$ cat src/rtl/camera_if.sv
// Camera receiver bus: serial lane inputs plus the decoded packet outputs.
interface camera_if #(
   parameter int NUM_LANES = 2
);
   logic [NUM_LANES-1:0] data_p;
   logic [1:0]           virtual_channel;
   logic [15:0]          word_count;
   logic [7:0]           image_data [3:0];
   logic [5:0]           image_data_type;
   logic                 image_data_enable;
   logic                 interrupt;

   modport slave (
      input  data_p,
      output virtual_channel, word_count, image_data, image_data_type,
             image_data_enable, interrupt
   );

   modport master (
      output data_p,
      input  virtual_channel, word_count, image_data, image_data_type,
             image_data_enable, interrupt
   );
endinterface

$ cat src/rtl/camera.sv
// CSI-2 style receiver: per-lane DDR deserialisation with sync hunting, round-robin lane merge, packet decode.
module camera #(
   parameter int NUM_LANES = 2
) (
   input logic     clock_p,
   input logic     reset,
   camera_if.slave cam_io
);
   localparam logic [7:0] SYNC = 8'hB8;
   typedef enum logic [2:0] {HUNT, HEADER, PAYLOAD, CRC, END} state_e;

   state_e               state_q;
   logic [NUM_LANES-1:0] nb_q, lock_q, lock_d, ph_q, ph_d, emit, hfull_q;
   logic [7:0]           sr_q   [NUM_LANES];
   logic [7:0]           mid    [NUM_LANES];
   logic [7:0]           full   [NUM_LANES];
   logic [7:0]           hold_q [NUM_LANES];
   logic [1:0]           cnt_q  [NUM_LANES];
   logic [1:0]           cnt_d  [NUM_LANES];
   logic [7:0]           grp_q  [3:0];
   logic [7:0]           wbuf_q [3:0];
   logic [7:0]           img_q  [3:0];
   logic [2:0]           rem_q;
   logic [1:0]           sel_q, hidx_q, vc_q;
   logic [7:0]           cur_byte, did_q, wcl_q, wch_q, header_ecc;
   logic [15:0]          wc_q, bcnt_q;
   logic [5:0]           dt_q;
   logic                 int_q, en_q, release_q, all_locked, take, consume;

   // The falling-edge bit is the earlier of the two bits in each clock period.
   always_ff @(negedge clock_p or posedge reset) begin
      if (reset) nb_q <= '0;
      else       nb_q <= cam_io.data_p;
   end

   // mid: alignment after the falling-edge bit; full: after both bits of the period.
   always_comb begin
      for (int i = 0; i < NUM_LANES; i++) begin
         mid[i]    = {nb_q[i], sr_q[i][7:1]};
         full[i]   = {cam_io.data_p[i], nb_q[i], sr_q[i][7:2]};
         lock_d[i] = lock_q[i];
         ph_d[i]   = ph_q[i];
         cnt_d[i]  = cnt_q[i] + 2'd1;
         emit[i]   = 1'b0;
         if (release_q) begin
            lock_d[i] = 1'b0;
         end else if (!lock_q[i]) begin
            cnt_d[i] = 2'd0;
            if (mid[i] == SYNC) begin
               lock_d[i] = 1'b1;
               ph_d[i]   = 1'b1;
            end else if (full[i] == SYNC) begin
               lock_d[i] = 1'b1;
               ph_d[i]   = 1'b0;
            end
         end else begin
            emit[i] = (cnt_q[i] == 2'd3);
         end
      end
   end

   assign all_locked = &lock_q;
   assign cur_byte   = grp_q[sel_q];
   assign consume    = (rem_q != 3'd0) &&
                       ((state_q == HEADER) || (state_q == CRC) ||
                        ((state_q == PAYLOAD) && (bcnt_q != wc_q)));
   assign take       = (&hfull_q) && ((rem_q == 3'd0) || ((rem_q == 3'd1) && consume));

   always_ff @(posedge clock_p or posedge reset) begin
      if (reset) begin
         lock_q  <= '0;
         ph_q    <= '0;
         hfull_q <= '0;
         for (int i = 0; i < NUM_LANES; i++) begin
            sr_q[i]   <= '0;
            cnt_q[i]  <= '0;
            hold_q[i] <= '0;
         end
      end else begin
         lock_q <= lock_d;
         ph_q   <= ph_d;
         for (int i = 0; i < NUM_LANES; i++) begin
            sr_q[i]  <= full[i];
            cnt_q[i] <= cnt_d[i];
            if (release_q) begin
               hfull_q[i] <= 1'b0;
            end else if (emit[i]) begin
               hold_q[i]  <= ph_q[i] ? mid[i] : full[i];
               hfull_q[i] <= 1'b1;
            end else if (take) begin
               hfull_q[i] <= 1'b0;
            end
         end
      end
   end

   // Lane merge: a full group of lane bytes is replayed one byte per cycle, lane 0 first.
   always_ff @(posedge clock_p or posedge reset) begin
      if (reset) begin
         rem_q <= '0;
         sel_q <= '0;
         for (int i = 0; i < 4; i++) grp_q[i] <= '0;
      end else if (release_q) begin
         rem_q <= '0;
      end else if (take) begin
         for (int i = 0; i < NUM_LANES; i++) grp_q[i] <= hold_q[i];
         rem_q <= 3'(NUM_LANES);
         sel_q <= '0;
      end else if (consume) begin
         rem_q <= rem_q - 3'd1;
         sel_q <= sel_q + 2'd1;
      end
   end

   always_ff @(posedge clock_p or posedge reset) begin
      if (reset) begin
         state_q    <= HUNT;
         hidx_q     <= '0;
         did_q      <= '0;
         wcl_q      <= '0;
         wch_q      <= '0;
         header_ecc <= '0;
         vc_q       <= '0;
         dt_q       <= '0;
         wc_q       <= '0;
         bcnt_q     <= '0;
         int_q      <= 1'b0;
         en_q       <= 1'b0;
         release_q  <= 1'b0;
         for (int j = 0; j < 4; j++) begin
            wbuf_q[j] <= '0;
            img_q[j]  <= '0;
         end
      end else begin
         int_q     <= 1'b0;
         en_q      <= 1'b0;
         release_q <= 1'b0;
         case (state_q)
            HUNT: begin
               // Lanes still read as locked in the cycle the release lands.
               if (all_locked && !release_q) begin
                  state_q <= HEADER;
                  hidx_q  <= '0;
               end
            end
            HEADER: begin
               if (consume) begin
                  hidx_q <= hidx_q + 2'd1;
                  case (hidx_q)
                     2'd0: did_q <= cur_byte;
                     2'd1: wcl_q <= cur_byte;
                     2'd2: wch_q <= cur_byte;
                     default: begin
                        header_ecc <= cur_byte;
                        vc_q       <= did_q[7:6];
                        dt_q       <= did_q[5:0];
                        wc_q       <= {wch_q, wcl_q};
                        bcnt_q     <= '0;
                        for (int j = 0; j < 4; j++) wbuf_q[j] <= '0;
                        if (did_q[5:0] >= 6'h10) begin
                           state_q <= PAYLOAD;
                        end else begin
                           int_q     <= 1'b1;
                           release_q <= 1'b1;
                           state_q   <= HUNT;
                        end
                     end
                  endcase
               end
            end
            PAYLOAD: begin
               if (bcnt_q == wc_q) begin
                  state_q <= CRC;
                  bcnt_q  <= '0;
               end else if (consume) begin
                  bcnt_q <= bcnt_q + 16'd1;
                  // Unused upper bytes of a short final word stay zero from the cleared buffer.
                  if ((bcnt_q[1:0] == 2'd3) || (bcnt_q + 16'd1 == wc_q)) begin
                     for (int j = 0; j < 4; j++) begin
                        img_q[j]  <= (2'(j) == bcnt_q[1:0]) ? cur_byte : wbuf_q[j];
                        wbuf_q[j] <= '0;
                     end
                     en_q  <= 1'b1;
                     int_q <= 1'b1;
                  end else begin
                     wbuf_q[bcnt_q[1:0]] <= cur_byte;
                  end
               end
            end
            CRC: begin
               if (consume) begin
                  bcnt_q <= bcnt_q + 16'd1;
                  if (bcnt_q[0]) state_q <= END;
               end
            end
            END: begin
               int_q     <= 1'b1;
               release_q <= 1'b1;
               state_q   <= HUNT;
            end
            default: state_q <= HUNT;
         endcase
      end
   end

   assign cam_io.virtual_channel   = vc_q;
   assign cam_io.word_count        = wc_q;
   assign cam_io.image_data        = img_q;
   assign cam_io.image_data_type   = dt_q;
   assign cam_io.image_data_enable = en_q;
   assign cam_io.interrupt         = int_q;
endmodule

$ cat src/flat_wrapper.sv
// flat-port wrapper written by rule: the top's interface ports become plain ports
module camera_flat 
#(
   parameter int NUM_LANES = 2
)
  (clock_p, reset, cam_io_data_p, cam_io_virtual_channel, cam_io_word_count, cam_io_image_data, cam_io_image_data_type, cam_io_image_data_enable, cam_io_interrupt);
  camera_if #(.NUM_LANES(NUM_LANES)) cam_io_i ();
  input logic clock_p;
  input logic reset;
  input wire logic [$bits(cam_io_i.data_p)-1:0] cam_io_data_p;
  output wire logic [$bits(cam_io_i.virtual_channel)-1:0] cam_io_virtual_channel;
  output wire logic [$bits(cam_io_i.word_count)-1:0] cam_io_word_count;
  output wire logic [$bits(cam_io_i.image_data)-1:0] cam_io_image_data;
  output wire logic [$bits(cam_io_i.image_data_type)-1:0] cam_io_image_data_type;
  output wire logic [$bits(cam_io_i.image_data_enable)-1:0] cam_io_image_data_enable;
  output wire logic [$bits(cam_io_i.interrupt)-1:0] cam_io_interrupt;
  assign cam_io_i.data_p = cam_io_data_p;
  assign cam_io_virtual_channel = cam_io_i.virtual_channel;
  assign cam_io_word_count = cam_io_i.word_count;
  assign cam_io_image_data = {>>{cam_io_i.image_data}};
  assign cam_io_image_data_type = cam_io_i.image_data_type;
  assign cam_io_image_data_enable = cam_io_i.image_data_enable;
  assign cam_io_interrupt = cam_io_i.interrupt;
  camera #(.NUM_LANES(NUM_LANES)) u_core (.clock_p(clock_p), .reset(reset), .cam_io(cam_io_i));
endmodule
$ cat config.mk
export PLATFORM = sky130hd
export DESIGN_NAME = camera_flat
export DESIGN_NICKNAME = d
export VERILOG_FILES = /design/src/rtl/camera_if.sv /design/src/rtl/camera.sv /design/src/flat_wrapper.sv
export SDC_FILE = /design/constraint.sdc
export NUM_CORES = 1
export LEC_CHECK = 0
export CAP_MARGIN = 5
export CELL_PAD_IN_SITES_DETAIL_PLACEMENT = 0
export CELL_PAD_IN_SITES_GLOBAL_PLACEMENT = 1
export CORE_MARGIN = 3
export CORE_UTILIZATION = 30
export CTS_CLUSTER_SIZE = 24
export DETAILED_ROUTE_END_ITERATION = 7
export GPL_TIMING_DRIVEN = 0
export PLACE_DENSITY = 0.52
export SLEW_MARGIN = 40
export SYNTH_ARGS = -nofsm -noshare
export SYNTH_HDL_FRONTEND = slang
export SYNTH_SLANG_ARGS = --single-unit
$ cat constraint.sdc
create_clock -name clock_p -period 15.4 [get_ports clock_p]
set_input_delay 3.08 -clock clock_p [delete_from_list [all_inputs] [get_ports clock_p]]
set_output_delay 3.08 -clock clock_p [all_outputs]
set_load 0.02 [all_outputs]
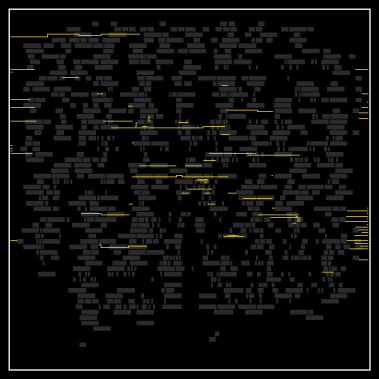
run_1/met3.png
Drawn at 2 px/um.
longest straight run: 45.8 um
wire length on this layer: 664 um
share of all routed wire: 2.8%
main direction: horizontal
nets with wire on the layer: 60

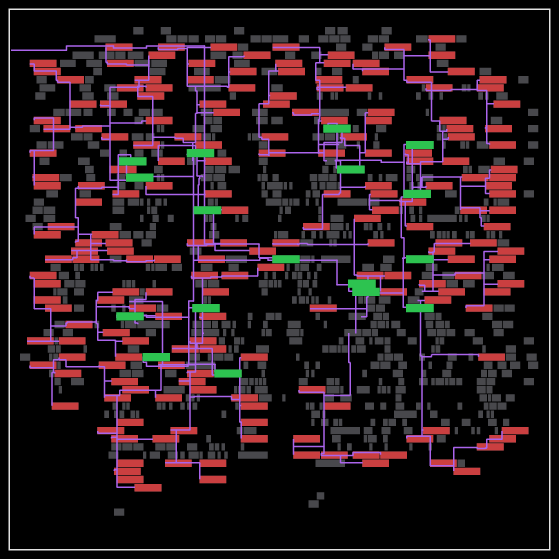
run_1/clock_map.png
Drawn at 3 px/um.
[purple] clock wires | length: 2660 um
[red] flip-flops | count: 199
[green] cells driving clock nets | count: 17
routed clock nets: 18
P_clk: 458 uW
worst skew pair latency: 0.43 ns
Worst Clk Skew: 0.03088 ns
power share of the clock group: 0.224

==> reports/qor.yml, run 1 <==
synth:
  synthAoiAreaFrac: 0.08411
  synth_top_cell_by_area: "dfrtp_1"
  ys_cells: 769
  synth_chip_area_um2: 9045
  top_area_frac: 0.5450
  simple_gate_share: 0.1313
  seq_area_frac_synth: 0.5506
  top_cells_by_count: "dfrtp_1 (197), nand2_1 (76), mux2_2 (70), nor2_1 (60), o21ai_0 (46)"
  synth.avg_cell_area_um2: 11.76
  yosysWarnings: 16
  topCellsByArea: "dfrtp_1 (55%), mux2_2 (8.7%), mux2_4 (3.2%)"
  synthAdderAreaFrac: 0.01798
cells_and_area:
  layout.cells.non_filler: 1255
  logic_area_um2: 3840
  drive_above_1_share: 0.1837
  largestClassByArea: "sequential cells"
  comb_area_share: 0.3484
  fin_area_um2: 11020
  seq_area_um2: 4980
  fin_util: 0.3778
  seq_cells: 199
  buffers: 107
  buf_share: 0.09650
  inverters_excl_clock: 12
  syn2layout_area_growth_pct: 21.84
sta:
  fin_ws_ns: 4.136
  finalHoldViolCount: 0
  hold_slack_ns: 0.4243
  setup_violations: 0
power_and_ir_drop:
  powerSeq_uw: 797
  p_leak_uw: 0.004922
  p_seq_frac: 0.390
  power_uw: 2044
  top_power_group: "sequential cells"
  powerDensity_nw_per_um2: 185.5
  irDropWorstVdd_mv: 0.08967
  switching_share: 0.3896
  power.internal_uw: 1248
  comb-power_uw: 789
clock_network:
  cts_tree: "done"
  cts_made_buffers: 17
  cts_max_level: 4
  cts_buffer_depth: 2
  postCtsSetupBuffers: 0
  ctsResizeCount: 0
  cts_num_sinks: 199
  holdBufCountCts: 0
critical_path:
  r2r-end: "u_core.ph_q[0]$_DFFE_PP0P_"
  cpPeakStageDelay_ns: 0.44
  ff2ff_path_depth: 4
  cp_data_required_time_ns: 8.39
job:
  tool_warnings: 34
global_route:
  grtUsageMet1: 0.1992
  grt_max_degree: 27
  grt_pass1_wl_mm: 38.05
  antenna_found_initial: 0
  grt_overflow: 0
min_path:
  min_from: "u_core.full[4]$_DFF_PP0_"
  min_to: "u_core.full[2]$_DFF_PP0_"
  hold_path_depth: 0
  hold_path_class: "flip-flop to flip-flop"
die:
  rows: 62
  die-area_um2: 32270
  io_pins: 62
place:
  post-place-ws_ns: 3.670
  hpwlAfterDp_mm: 17.65
  place_area_um2: 10420
drt:
  drtIter0Drc: 378
  via_per_inst: 4.939
  vias: 6198
  drt_wl_total_mm: 23.63
  first_pass_iters: 5
outcome:
  outcome: "finished clean"
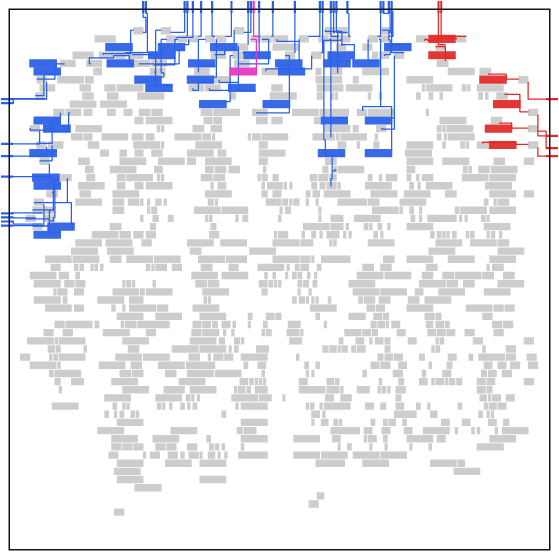
run_1/port_nets.png
Drawn at 3 px/um.
| color | port | bits | direction | edge | end cells | wire |
|---|---|---|---|---|---|---|
| red | `cam_io_image_data_type` | 6 | output | 4 east, 2 north | 6 | 143 um |
| magenta | `cam_io_interrupt` | 1 | output | north | 1 | 24.0 um |
| blue | `cam_io_image_data` | 32 | output | 23 north, 9 west | 32 | 1140 um |

-- run 1: routing by layer --
layer,wire [um],share of wire
met5,0,0
met4,155,0.0066
met3,664,0.028
met2,11780,0.50
met1,11020,0.47
-- run 1: worst max-delay path by stage --
stage / startpoint / endpoint / slack (ns) / depth (start not counted)
5_1_grt: reset / u_core.nb_q[1]$_DFF_NP0_ / 4.04 / 4
4_1_cts: reset / u_core.nb_q[1]$_DFF_NP0_ / 4.11 / 4
3_5_place_dp: reset / u_core.nb_q[1]$_DFF_NP0_ / 3.67 / 4
6_report: reset / u_core.nb_q[1]$_DFF_NP0_ / 4.14 / 4
2_1_floorplan: reset / u_core.nb_q[0]$_DFF_NP0_ / 2.17 / 1
3_3_place_gp: reset / u_core.nb_q[1]$_DFF_NP0_ / 0.66 / 2
==> run 2: changes to the inputs <==
==> constraint.sdc (replaced) <==
create_clock -name clock_p -period 11.2 [get_ports clock_p]
set_input_delay 2.24 -clock clock_p [delete_from_list [all_inputs] [get_ports clock_p]]
set_output_delay 2.24 -clock clock_p [all_outputs]
set_load 0.02 [all_outputs]
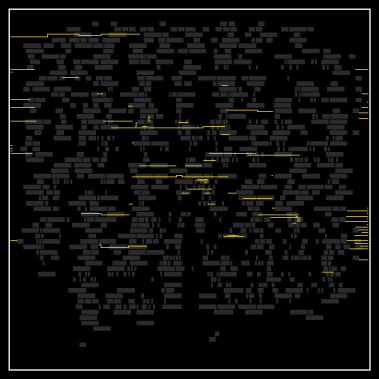
run_2/met3.png
Drawn at 2 px/um.
share of all routed wire: 2.8%
main direction: horizontal
nets with wire on the layer: 60
Vias: 6198
GR Util met3: 0.02425
final wirelength: 23.63 mm

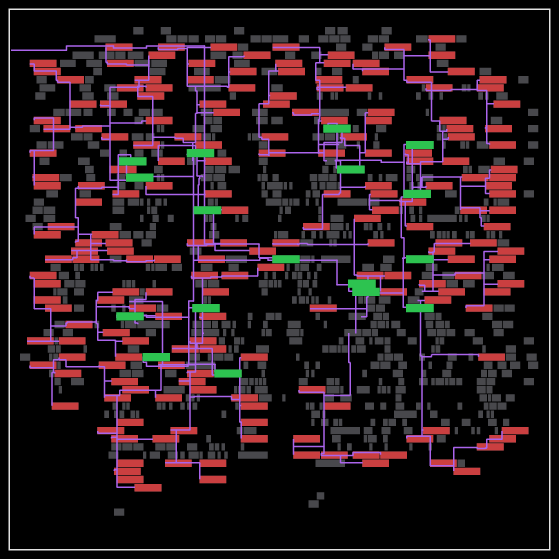
run_2/clock_map.png
Drawn at 3 px/um.
[purple] clock wires | length: 2660 um
[red] flip-flops | count: 199
[green] cells driving clock nets | count: 17
flops lie: widely spread
routed clock nets: 18

==> run 2 against run 1 <==
Die area did not move. Synthesized cell count unchanged. Wire length is the same. Critical endpoint unchanged. Largest cell class unchanged.
==> reports/qor.yml, run 2 <==
cells_and_area:
  buffers: 107  # unchanged
  inverters_excl_clock: 12  # unchanged
  comb_area_share: 0.3484  # unchanged
  seq_cells: 199  # unchanged
  fin_area_um2: 11020  # unchanged
  buf_share: 0.09650  # unchanged
drt:
  via_per_inst: 4.939  # unchanged
  drtIter0Drc: 378  # unchanged
  first_pass_iters: 5  # unchanged
outcome:
  outcome: "finished clean"
power_and_ir_drop:
  powerDensity_nw_per_um2: 255.0  # +37%
  irDropWorstVdd_mv: 0.1233  # +38%
critical_path:
  cp_num_cells: 4  # unchanged
  ff2ff_path_depth: 4  # unchanged
  endpoint: "u_core.nb_q[1]$_DFF_NP0_"
  cp_data_required_time_ns: 6.29  # -2.10 ns
global_route:
  grt_overflow: 0  # unchanged
  grtUsageMet1: 0.1992  # unchanged
  grt_max_degree: 27  # unchanged
  antenna_found_initial: 0  # unchanged
die:
  io_pins: 62  # unchanged
  rows: 62  # unchanged
  die-area_um2: 32270  # unchanged
synth:
  synth_top_cell_by_area: "dfrtp_1"
  topCellsByArea: "dfrtp_1 (55%), mux2_2 (8.7%), mux2_4 (3.2%)"
  seq_area_frac_synth: 0.5506  # unchanged
  synth.avg_cell_area_um2: 11.76  # unchanged
  synthAoiAreaFrac: 0.08411  # unchanged
  simple_gate_share: 0.1313  # unchanged
  ys_cells: 769  # unchanged
clock_network:
  cts_max_level: 4  # unchanged
  postCtsSetupBuffers: 0  # unchanged
  ctsResizeCount: 0  # unchanged
  holdBufCountCts: 0  # unchanged
  worstSkewPairLatency_ns: 0.43  # about the same
  cts_buffer_depth: 2  # unchanged
sta:
  setup_violations: 0  # unchanged
  finalHoldViolCount: 0  # unchanged
place:
  place_area_um2: 10420  # unchanged
  hpwlAfterDp_mm: 17.65  # unchanged
  post-place-ws_ns: 2.410  # -1.260 ns
job:
  tool_warnings: 34  # unchanged
min_path:
  hold_path_class: "flip-flop to flip-flop"
  min_to: "u_core.full[2]$_DFF_PP0_"
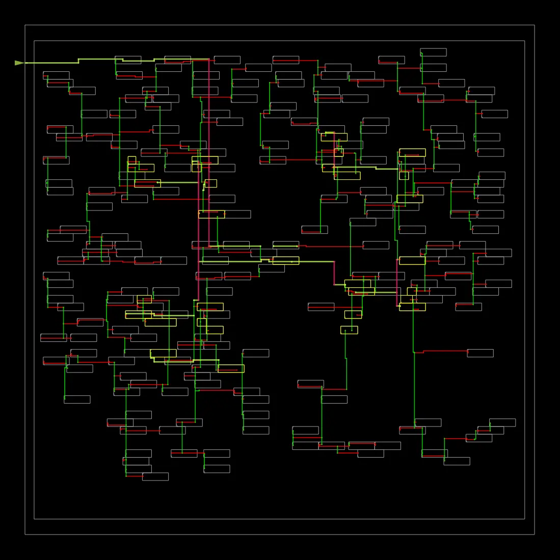
run_2/final_clocks.png
total CTS buffers: 17
P_clk: 630 uW
clock sink count: 199

## run 2: cell counts in the layout (fill, tap and decap cells not counted)
Identical to the previous run, type by type.
## run 2: per-stage QoR
step                std cells  TNS [ns]  hold slack, ns  total power (uW)  utilization
floorplan                 769         0          0.3930              1743            -
global placement         1214    -1.177          0.4101              2170       0.3476
detailed placement       1224         0          0.4132              2208       0.3572
CTS                      1255         0          0.4318              2849       0.3778
global route             1255         0          0.4507              2997       0.3778
finish                   1255         0          0.4243              2810       0.3778
## run 2: power by group
group,switching [uW],internal [uW]
Sequential,167,929
Clock,305,324
Combinational,622,462
Total,1090,1720
## run 2: metal layers
metal,up-vias,part of all wire
met1,3195,0.47
met2,105,0.50
met5,-,0
li1,2882,-
met3,16,0.028
met4,0,0.0066
run_2/port_nets.png
Drawn at 3 px/um.
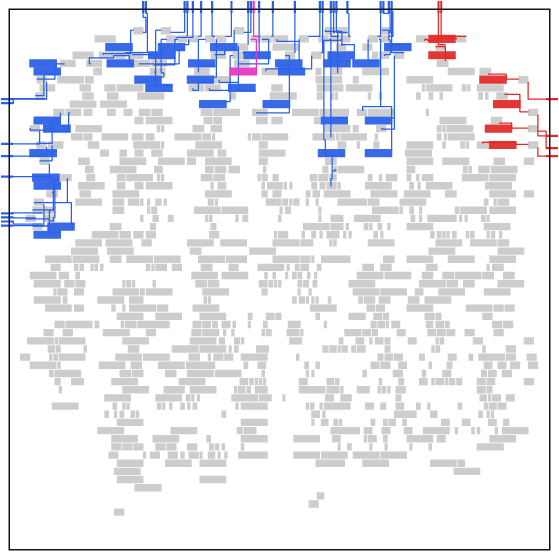

==> run 3: changes to the inputs <==
--- a/config.mk
+++ b/config.mk
@@ -13,7 +13,7 @@
 export CTS_CLUSTER_SIZE = 24
 export DETAILED_ROUTE_END_ITERATION = 7
 export GPL_TIMING_DRIVEN = 0
-export PLACE_DENSITY = 0.52
+export PLACE_DENSITY = 0.54
 export SLEW_MARGIN = 40
 export SYNTH_ARGS = -nofsm -noshare
 export SYNTH_HDL_FRONTEND = slang
==> constraint.sdc (replaced) <==
create_clock -name clock_p -period 7.1 [get_ports clock_p]
set_input_delay 1.42 -clock clock_p [delete_from_list [all_inputs] [get_ports clock_p]]
set_output_delay 1.42 -clock clock_p [all_outputs]
set_load 0.02 [all_outputs]
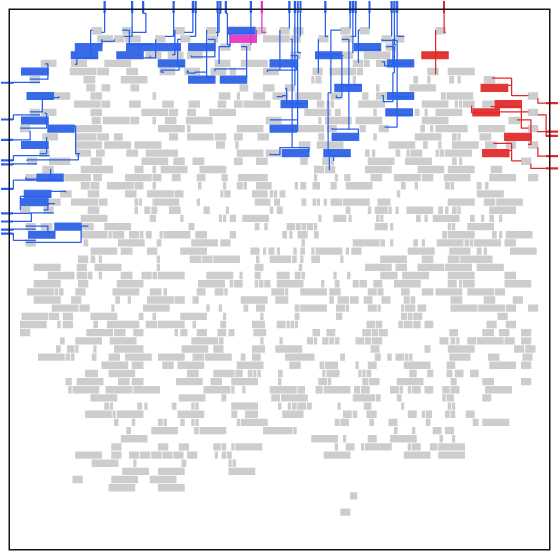
run_3/port_nets.png
Drawn at 3 px/um.
| color | port | bits | direction | edge | end cells | wire |
|---|---|---|---|---|---|---|
| red | `cam_io_image_data_type` | 6 | output | 5 east, 1 north | 6 | 146 um |
| magenta | `cam_io_interrupt` | 1 | output | north | 1 | 10.4 um |
| blue | `cam_io_image_data` | 32 | output | 22 north, 10 west | 32 | 1060 um |
port bufs: 61
I/O pin cnt: 62

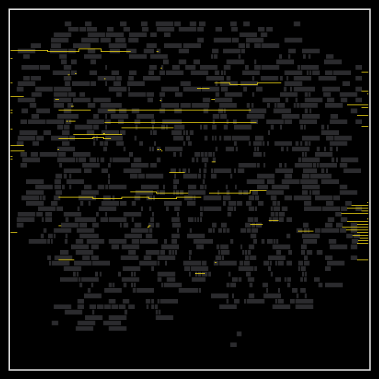
run_3/met3.png
Drawn at 2 px/um.
wire length on this layer: 692 um
nets with wire on the layer: 52
main direction: horizontal
longest straight run: 75.7 um
GR Util met3: 0.02971
final wirelength: 23.58 mm
Vias: 6091

==> run 3 against run 2 <==
Register-to-register slack got worse by 2.0 ns. Critical path depth unchanged. Critical path type unchanged. Highest routed layer unchanged. Critical endpoint unchanged. Sequential cell count unchanged.
==> reports/qor.yml, run 3 <==
drt:
  wl_met3_um: 692  # +4.2%
  drt-met1-wl_mm: 11.58  # +5.0%
  top_layer: "met4"
  drtIter0Drc: 459  # +21%
  via_per_inst: 4.853  # -1.7%
  first_pass_iters: 6  # +1
  dr_wl_met2_mm: 10.86  # -7.8%
cells_and_area:
  inverters_excl_clock: 12  # unchanged
  layout.cells.non_filler: 1255  # unchanged
  seq_cells: 199  # unchanged
  buffers: 106  # -0.93%
  drive_above_1_share: 0.1860
  fin_util: 0.3784  # +0.0005580
  comb_area_share: 0.3492  # +0.0007362
  buf_share: 0.09183  # -0.004676
  fin_area_um2: 11040  # +0.15%
outcome:
  outcome: "finished clean"
place:
  place_area_um2: 10370  # -0.44%
  hpwlAfterDp_mm: 16.80  # -4.8%
  post-place-ws_ns: 1.112  # -1.298 ns
  dp.cells: 1223  # -0.082%
power_and_ir_drop:
  powerSeq_uw: 1730  # +57%
  switching_share: 0.3757  # -0.01386
  power_uw: 4520  # +61%
  switchingPower_uw: 1698  # +55%
  combPwrFrac: 0.377  # -0.009
  powerDensity_nw_per_um2: 409.5  # +61%
  top_power_group: "sequential cells"
  powerClk_uw: 1090  # +73%
  comb-power_uw: 1700  # +57%
clock_network:
  postCtsSetupBuffers: 0  # unchanged
  cts_max_level: 4  # unchanged
  ctsResizeCount: 0  # unchanged
  worstSkewPairLatency_ns: 0.44  # about the same
sta:
  setup_violations: 0  # unchanged
  finalHoldViolCount: 0  # unchanged
  hold_slack_ns: 0.4252  # +0.0008590 ns
die:
  die-area_um2: 32270  # unchanged
  rows: 62  # unchanged
synth:
  seq_area_frac_synth: 0.5506  # unchanged
  ys_cells: 769  # unchanged
  synth.avg_cell_area_um2: 11.76  # unchanged
  synth_top_cell_by_area: "dfrtp_1"
  simple_gate_share: 0.1313  # unchanged
  synthAoiAreaFrac: 0.08411  # unchanged
  ys_sh_xor: 0.04067
global_route:
  grtUsageMet1: 0.2111  # +0.01193
  grt_max_degree: 25  # -7.4%
  antenna_found_initial: 0  # unchanged
job:
  tool_warnings: 35  # +2.9%
critical_path:
  cp_num_cells: 4  # unchanged
  ff2ff_path_depth: 4  # unchanged
  cp_data_required_time_ns: 4.25  # -2.04 ns
min_path:
  hold_path_depth: 0
  hold_path_class: "flip-flop to flip-flop"
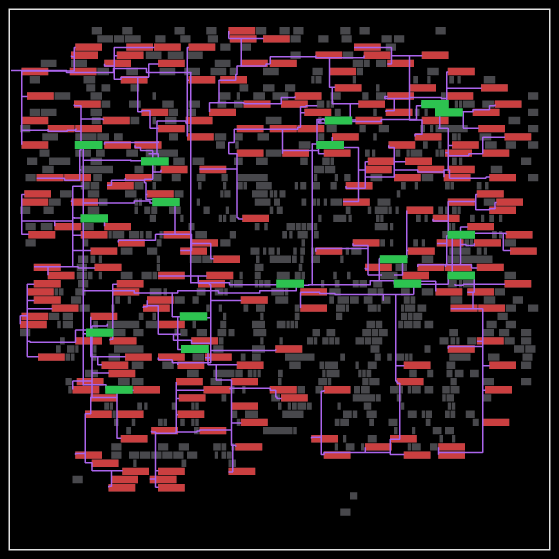
run_3/clock_map.png
Drawn at 3 px/um.
[red] flip-flops | count: 199
[purple] clock wires | length: 2730 um
[green] cells driving clock nets | count: 17
routed clock nets: 18
flops lie: widely spread

[run 3: cell types whose count changed in the layout (fill, tap and decap cells not counted), sizes merged]
cell      change
bufinv        +4
buf           -1
clkinv        -1
clkinvlp      +1
inv           -3
[run 3: worst paths after layout]
path,slack (ns),end,startpoint
max reg2reg,2.31,u_core.ph_q[0]$_DFFE_PP0P_,u_core.nb_q[0]$_DFF_NP0_
min reg2reg,0.43,u_core.full[9]$_DFF_PP0_,u_core.full[11]$_DFF_PP0_
max,1.60,u_core.nb_q[1]$_DFF_NP0_,reset
max in group clock_p,1.88,u_core.nb_q[0]$_DFF_NP0_,cam_io_data_p[0]
min in group asynchronous,1.33,u_core.bcnt_q[5]$_DFFE_PP0P_,reset
min,0.43,u_core.full[9]$_DFF_PP0_,u_core.full[11]$_DFF_PP0_
Power is estimated from default activity; no workload was simulated.
